[src/rtl/corr_pkg.sv]
// Shared types and helpers for the 2-gate correlation collector.
package corr_pkg;

    localparam int unsigned NUM_CLASSES = 16;
    localparam int unsigned CLASS_W     = 4;

    typedef enum logic [1:0] {
        StIdle,
        StCollect,
        StDump,
        StDone
    } corr_state_e;

    // Class ignores masks r1/r2: only the unmasked a/b bits before and after matter.
    function automatic logic [CLASS_W-1:0] corr_class(input logic [3:0] pat_pre,
                                                      input logic [3:0] pat_post);
        return {pat_pre[3:2], pat_post[3:2]};
    endfunction

endpackage

[src/rtl/corr_sat_counter.sv]
// Saturating up-counter with synchronous clear; clear wins over increment.
module corr_sat_counter #(
    parameter int unsigned CNT_W = 16
) (
    input  logic             clk,
    input  logic             rst_n,
    input  logic             clr_i,
    input  logic             inc_i,
    output logic [CNT_W-1:0] cnt_o
);

    logic [CNT_W-1:0] cnt_q, cnt_d;

    always_comb begin
        cnt_d = cnt_q;
        if (clr_i) begin
            cnt_d = '0;
        end else if (inc_i && (cnt_q != '1)) begin
            cnt_d = cnt_q + CNT_W'(1);
        end
    end

    always_ff @(posedge clk or negedge rst_n) begin
        if (!rst_n) begin
            cnt_q <= '0;
        end else begin
            cnt_q <= cnt_d;
        end
    end

    assign cnt_o = cnt_q;

endmodule

[src/rtl/correlation_2_collector.sv]
// Bins masked-gadget toggle statistics per unmasked transition class, then streams 16 results.
// Optional order checker enabled by defining CORR_SEQ_CHECK_EN.
module correlation_2_collector
    import corr_pkg::*;
#(
    parameter int unsigned NUM_EXP = 256,
    parameter int unsigned CNT_W   = 16
) (
    input  logic               clk,
    input  logic               rst_n,
    input  logic               start,
    input  logic               s_valid,
    output logic               s_ready,
    input  logic [3:0]         s_pat_pre,
    input  logic [3:0]         s_pat_post,
    input  logic               s_y_pre,
    input  logic               s_y_post,
    output logic               m_valid,
    input  logic               m_ready,
    output logic [CLASS_W-1:0] m_class,
    output logic [CNT_W-1:0]   m_count,
    output logic [CNT_W-1:0]   m_toggles,
    output logic               busy,
    output logic               done,
    output logic               seq_err
);

    corr_state_e        state_q, state_d;
    logic [15:0]        exp_q, exp_d;
    logic [CLASS_W-1:0] idx_q, idx_d;

    logic               hs;
    logic               clr;
    logic               last_exp;
    logic [CLASS_W-1:0] cls;
    logic [CNT_W-1:0]   cnt_w [NUM_CLASSES];
    logic [CNT_W-1:0]   tog_w [NUM_CLASSES];

    assign hs       = s_valid && s_ready;
    assign clr      = start && ((state_q == StIdle) || (state_q == StDone));
    assign last_exp = (exp_q == 16'(NUM_EXP - 1));
    assign cls      = corr_class(s_pat_pre, s_pat_post);

    for (genvar k = 0; k < NUM_CLASSES; k++) begin : g_class
        corr_sat_counter #(.CNT_W(CNT_W)) u_cnt (
            .clk   (clk),
            .rst_n (rst_n),
            .clr_i (clr),
            .inc_i (hs && (cls == CLASS_W'(k))),
            .cnt_o (cnt_w[k])
        );
        corr_sat_counter #(.CNT_W(CNT_W)) u_tog (
            .clk   (clk),
            .rst_n (rst_n),
            .clr_i (clr),
            .inc_i (hs && (cls == CLASS_W'(k)) && (s_y_pre ^ s_y_post)),
            .cnt_o (tog_w[k])
        );
    end

    always_comb begin
        state_d = state_q;
        exp_d   = exp_q;
        idx_d   = idx_q;
        case (state_q)
            StIdle, StDone: begin
                if (start) begin
                    state_d = StCollect;
                    exp_d   = '0;
                    idx_d   = '0;
                end
            end
            StCollect: begin
                if (hs) begin
                    exp_d = exp_q + 16'd1;
                    if (last_exp) state_d = StDump;
                end
            end
            StDump: begin
                if (m_ready) begin
                    idx_d = idx_q + CLASS_W'(1);
                    if (idx_q == '1) state_d = StDone;
                end
            end
            default: state_d = StIdle;
        endcase
    end

    always_ff @(posedge clk or negedge rst_n) begin
        if (!rst_n) begin
            state_q <= StIdle;
            exp_q   <= '0;
            idx_q   <= '0;
        end else begin
            state_q <= state_d;
            exp_q   <= exp_d;
            idx_q   <= idx_d;
        end
    end

    assign s_ready   = (state_q == StCollect);
    assign m_valid   = (state_q == StDump);
    assign busy      = (state_q == StCollect) || (state_q == StDump);
    assign done      = (state_q == StDone);
    // Counters are frozen outside COLLECT, so the muxed registers hold during back-pressure.
    assign m_class   = m_valid ? idx_q : '0;
    assign m_count   = m_valid ? cnt_w[idx_q] : '0;
    assign m_toggles = m_valid ? tog_w[idx_q] : '0;

`ifdef CORR_SEQ_CHECK_EN
    logic seq_err_q, seq_err_d;

    // Experiment n is expected to carry pre = n[7:4], post = n[3:0].
    always_comb begin
        seq_err_d = seq_err_q;
        if (clr) begin
            seq_err_d = 1'b0;
        end else if (hs && ({s_pat_pre, s_pat_post} != exp_q[7:0])) begin
            seq_err_d = 1'b1;
        end
    end

    always_ff @(posedge clk or negedge rst_n) begin
        if (!rst_n) begin
            seq_err_q <= 1'b0;
        end else begin
            seq_err_q <= seq_err_d;
        end
    end

    assign seq_err = seq_err_q;
`else
    assign seq_err = 1'b0;
`endif

endmodule

[config.mk]
export PLATFORM = sky130hd
export DESIGN_NAME = correlation_2_collector
export DESIGN_NICKNAME = d
export VERILOG_FILES = /design/src/rtl/corr_pkg.sv /design/src/rtl/corr_sat_counter.sv /design/src/rtl/correlation_2_collector.sv
export SDC_FILE = /design/constraint.sdc
export NUM_CORES = 1
export LEC_CHECK = 0
export CAP_MARGIN = 5
export CORE_ASPECT_RATIO = 1.25
export CORE_MARGIN = 2
export CORE_UTILIZATION = 60
export CTS_BUF_LIST = sky130_fd_sc_hd__clkbuf_16
export DETAILED_ROUTE_END_ITERATION = 10
export PLACE_DENSITY = 0.77
export SYNTH_ARGS = -nofsm -noshare
export SYNTH_HDL_FRONTEND = slang
export SYNTH_SLANG_ARGS = --single-unit
[constraint.sdc]
create_clock -name clk -period 6 [get_ports clk]
set_input_delay 0.6 -clock clk [delete_from_list [all_inputs] [get_ports clk]]
set_output_delay 0.6 -clock clk [all_outputs]
set_load 0.005 [all_outputs]
layers.png
Scale bar: 50 um. Only two layers are drawn.
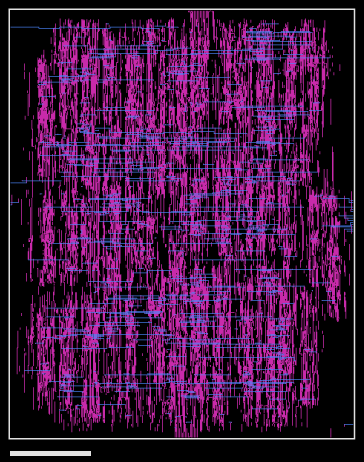
blue -> M3  # wire length 7110 um
magenta -> M2  # wire length 43.3 mm
via count of the routed design: 27800
post-detailed-route wirelength per cell: 21.8 um

clock_wires.png
Scale bar: 50 um.
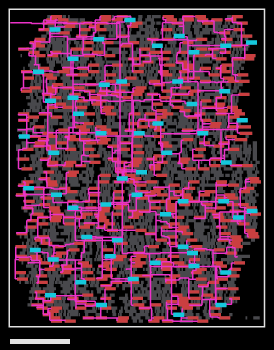
red -> flip-flops  # count 534
cyan -> clock-net drivers  # count 55
magenta -> clock wires  # length 7020 um
flops lie = spread over the die
routed clock nets = 56
insertion delay of the later-clocked pin in the worst-skew pair: 0.63 ns
share of power burned in the clock network: 39.8%
power in the clock group: 0.00378 W
Final Skew: 0.0252 ns

ff_map.png
Scale bar: 50 um. Other sequential cells in the stronger grey, the rest of the logic in the fainter grey.
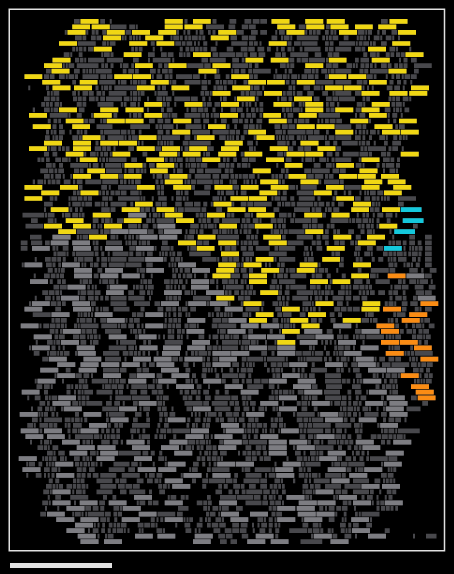
cyan -> idx_q  # placed flops 4, where right middle
yellow -> g_class.u_tog.cnt_o  # placed flops 256
orange -> exp_q  # placed flops 16, where right middle
not coloured = 258
Seq/total area: 37.4%
post-route core utilization: 66.4%
flip-flop and latch area: 13400 um^2

==> qor.csv <==
stage,metric,value,unit
clock_tree,clock buffer count from CTS,55,
run_status,status,finished clean,
logic_synthesis,area of the mapped netlist,32800,um^2
pwr,Leakage,13.5,nW
route,number of search-and-repair iterations in the first detailed-routing pass,5,
floorplanning,area of the core,53800,um^2
logic_synthesis,Area leader share,40.8,%
logic_synthesis,Mapped Avg Cell Area,9.65,um^2
clock_tree,clock sinks,534,
setup_path,Crit path arrival time,3.92,ns
setup_path,number of buffers and inverters on the critical path,2,
setup_path,Worst Path Max Fanout,45,
logic_synthesis,cell accounting for the most synthesized area,dfrtp_1,
pwr,Power Density,265,nW/um^2
setup_path,cells traversed along the worst timing path,buf_4 > mux4_2 > mux2i_1 > o22ai_1 > clkdlybuf4s50_1,
run,number of max-cap violations,0,
logic_synthesis,top cells by area,"dfrtp_1 (41%), mux4_2 (8.8%), xnor2_1 (7.8%)",
floorplanning,I/O pin count,56,
global_routing,Congestion Overflow GR,0,
setup_path,Critical R2R Launch,state_q[1],
route,antenna violation net count after detailed routing,0,
setup_path,endpoint kind of the worst setup timing path,primary output,
route,Via-to-Cell Ratio,6.73,
clock_tree,post-CTS setup repair buffer count,0,
pwr,VDD IR-drop max,0.276,mV
clock_tree,Max Root-Sink Buffers,3,
pwr,Design Power,0.00950,W
logic_synthesis,# Cells Yosys,3397,
setup_path,Crit path largest cell delay,0.98,ns
clock_tree,post-cts gate resize count,0,
floorplanning,Die Span X,213,um
timing,fin crit period,4.52,ns
floorplanning,num rows,95,
logic_synthesis,Post-synth EDFFs,0,
clock_tree,TritonCTS clock tree,yes,
clock_tree,clock-pin slew on the worst setup and hold paths,0.06,ns
timing,Final Hold Slack,0.0123,ns
global_routing,global routing usage summed across all routing layers,32.3,%
floorplanning,total die area,56500,um^2
finish,share of layout cells above drive strength 1,8.86,%
logic_synthesis,number of cells produced by synthesis,3397,
logic_synthesis,Floorplan Nets,3450,
timing,number of pins exceeding their max-slew limit in the final report,0,
global_routing,first-pass GRT wire length,144000,um
logic_synthesis,async set-reset flop share out of synthesis,100,%
logic_synthesis,count of yosys warnings during synthesis,0,
setup_path,data required time at the worst endpoint,5.40,ns
finish,signed area change from the synthesized netlist to the final layout,9.12,%
timing,final setup TNS,0,ns
timing,setup repair after global routing missed its margin,false,
global_routing,largest net degree at the start of global routing,167,
timing,final number of hold-violating endpoints,0,
setup_path,source of the critical timing path,idx_q[0],
logic_synthesis,Synth Flop Type,dfrtp_1,
## where the power goes
part,switching (W),total [W],internal [W]
clock network,0.00153,0.00378,0.00226
registers,0.000211,0.00386,0.00365
logic,0.00128,0.00186,0.000579
total,0.00301,0.00950,0.00648
## kinds of logic after synthesis
logic type,after synthesis,share of synthesized area [%]
adders and majority gates,38,1.45
AOI/OAI and AO/OA,368,7.20
buffers and inverters,220,2.74
and+or+nand+nor,1636,26.1
xor gates and xnor gates,387,10.3
other,1,0.0114
DFF,534,40.8
muxes,213,11.4
## per-stage QoR
step	std cells	util (%)	worst slack [ns]
6_report	4126	66.4	1.48
5_1_grt	4126	66.4	1.24
2_1_floorplan	3397	-	3.51
3_5_place_dp	4023	62.8	1.92
4_1_cts	4125	66.4	1.40
3_3_place_gp	4023	62.8	1.98
## worst reg2reg max path: stages, from the launching register on
cell	delay, ns
dfrtp_1	0.40
inv_1	0.10
ha_1	0.54
and4b_1	1.04
nand3_1	0.65
a2111oi_0	0.80
xnor2_1	0.19
nor2_1	0.05
## flip-flops by register name, indices dropped and copies added (netlist names)
signal / cells
state_q: 2
g_class.u_cnt.cnt_o: 256
exp_q: 16
g_class.u_tog.cnt_o: 256
idx_q: 4
## per-layer routing
layer / routed length, um / global-route usage [%] / part of all wire, %
met1: 35100 / 42.5 / 39
met2: 43300 / 52.6 / 48
met3: 7110 / 4.77 / 7.9
met4: 4470 / 15.3 / 5.0
met5: 11 / 0 / 0.012
## final timing paths
path | slack, ns | depth (start not counted) | to
min in group clk | 0.52 | 1 | g_class[5].u_tog.cnt_o[12]
worst min register to register | 0.52 | 1 | g_class[5].u_tog.cnt_o[12]
worst max-delay path | 1.48 | 5 | m_count[1]
max in group asynchronous | 4.42 | 2 | g_class[13].u_cnt.cnt_o[15]
worst min-delay path | 0.01 | 1 | g_class[5].u_cnt.cnt_o[10]
worst max register to register | 2.08 | 7 | g_class[14].u_tog.cnt_o[6]
## synthesized netlist by cell type, drive strengths merged (18+ instances only)
library cell	count
nand2	213
nor3	119
and2	18
or3	41
buf	46
ha	38
clkbuf	136
nor4	134
xor2	95
xnor2	292
a31oi	19
nor3b	22
or4	32
nor4b	28
nand2b	18
a211oi	21
inv	38
o22ai	32
nand4	145
a21oi	96
and3	66
mux4	128
nand3	205
nor2	487
mux2i	84
o211ai	30
o21ai	83
and4	56
dfrtp	534
## cell type report
type	count	area share [%]
Clock buffer	56	3.92
Clock inverter	46	1.60
Inverter	38	0.399
Multi-Input combinational cell	2643	51.9
Sequential cell	534	37.4
Tap cell	727	2.54
Timing Repair Buffer	82	2.29
## cell usage in the layout, fill, tap and decap left out, types with 41 or more instances in the layout
master and instances:
nand4_1 143, mux4_2 128, nand2_1 212, inv_1 44, dfrtp_1 531, nor4_1 130, clkdlybuf4s50_1 49, nand3_1 204
a21oi_1 96, or3_1 41, xor2_1 94, nor3_1 116, nor2_1 487, xnor2_1 291, mux2i_1 84, o21ai_0 80
and3_1 66, clkbuf_16 56, and4_1 56
Power figures rest on the tool's default switching activity, not on a simulated workload.
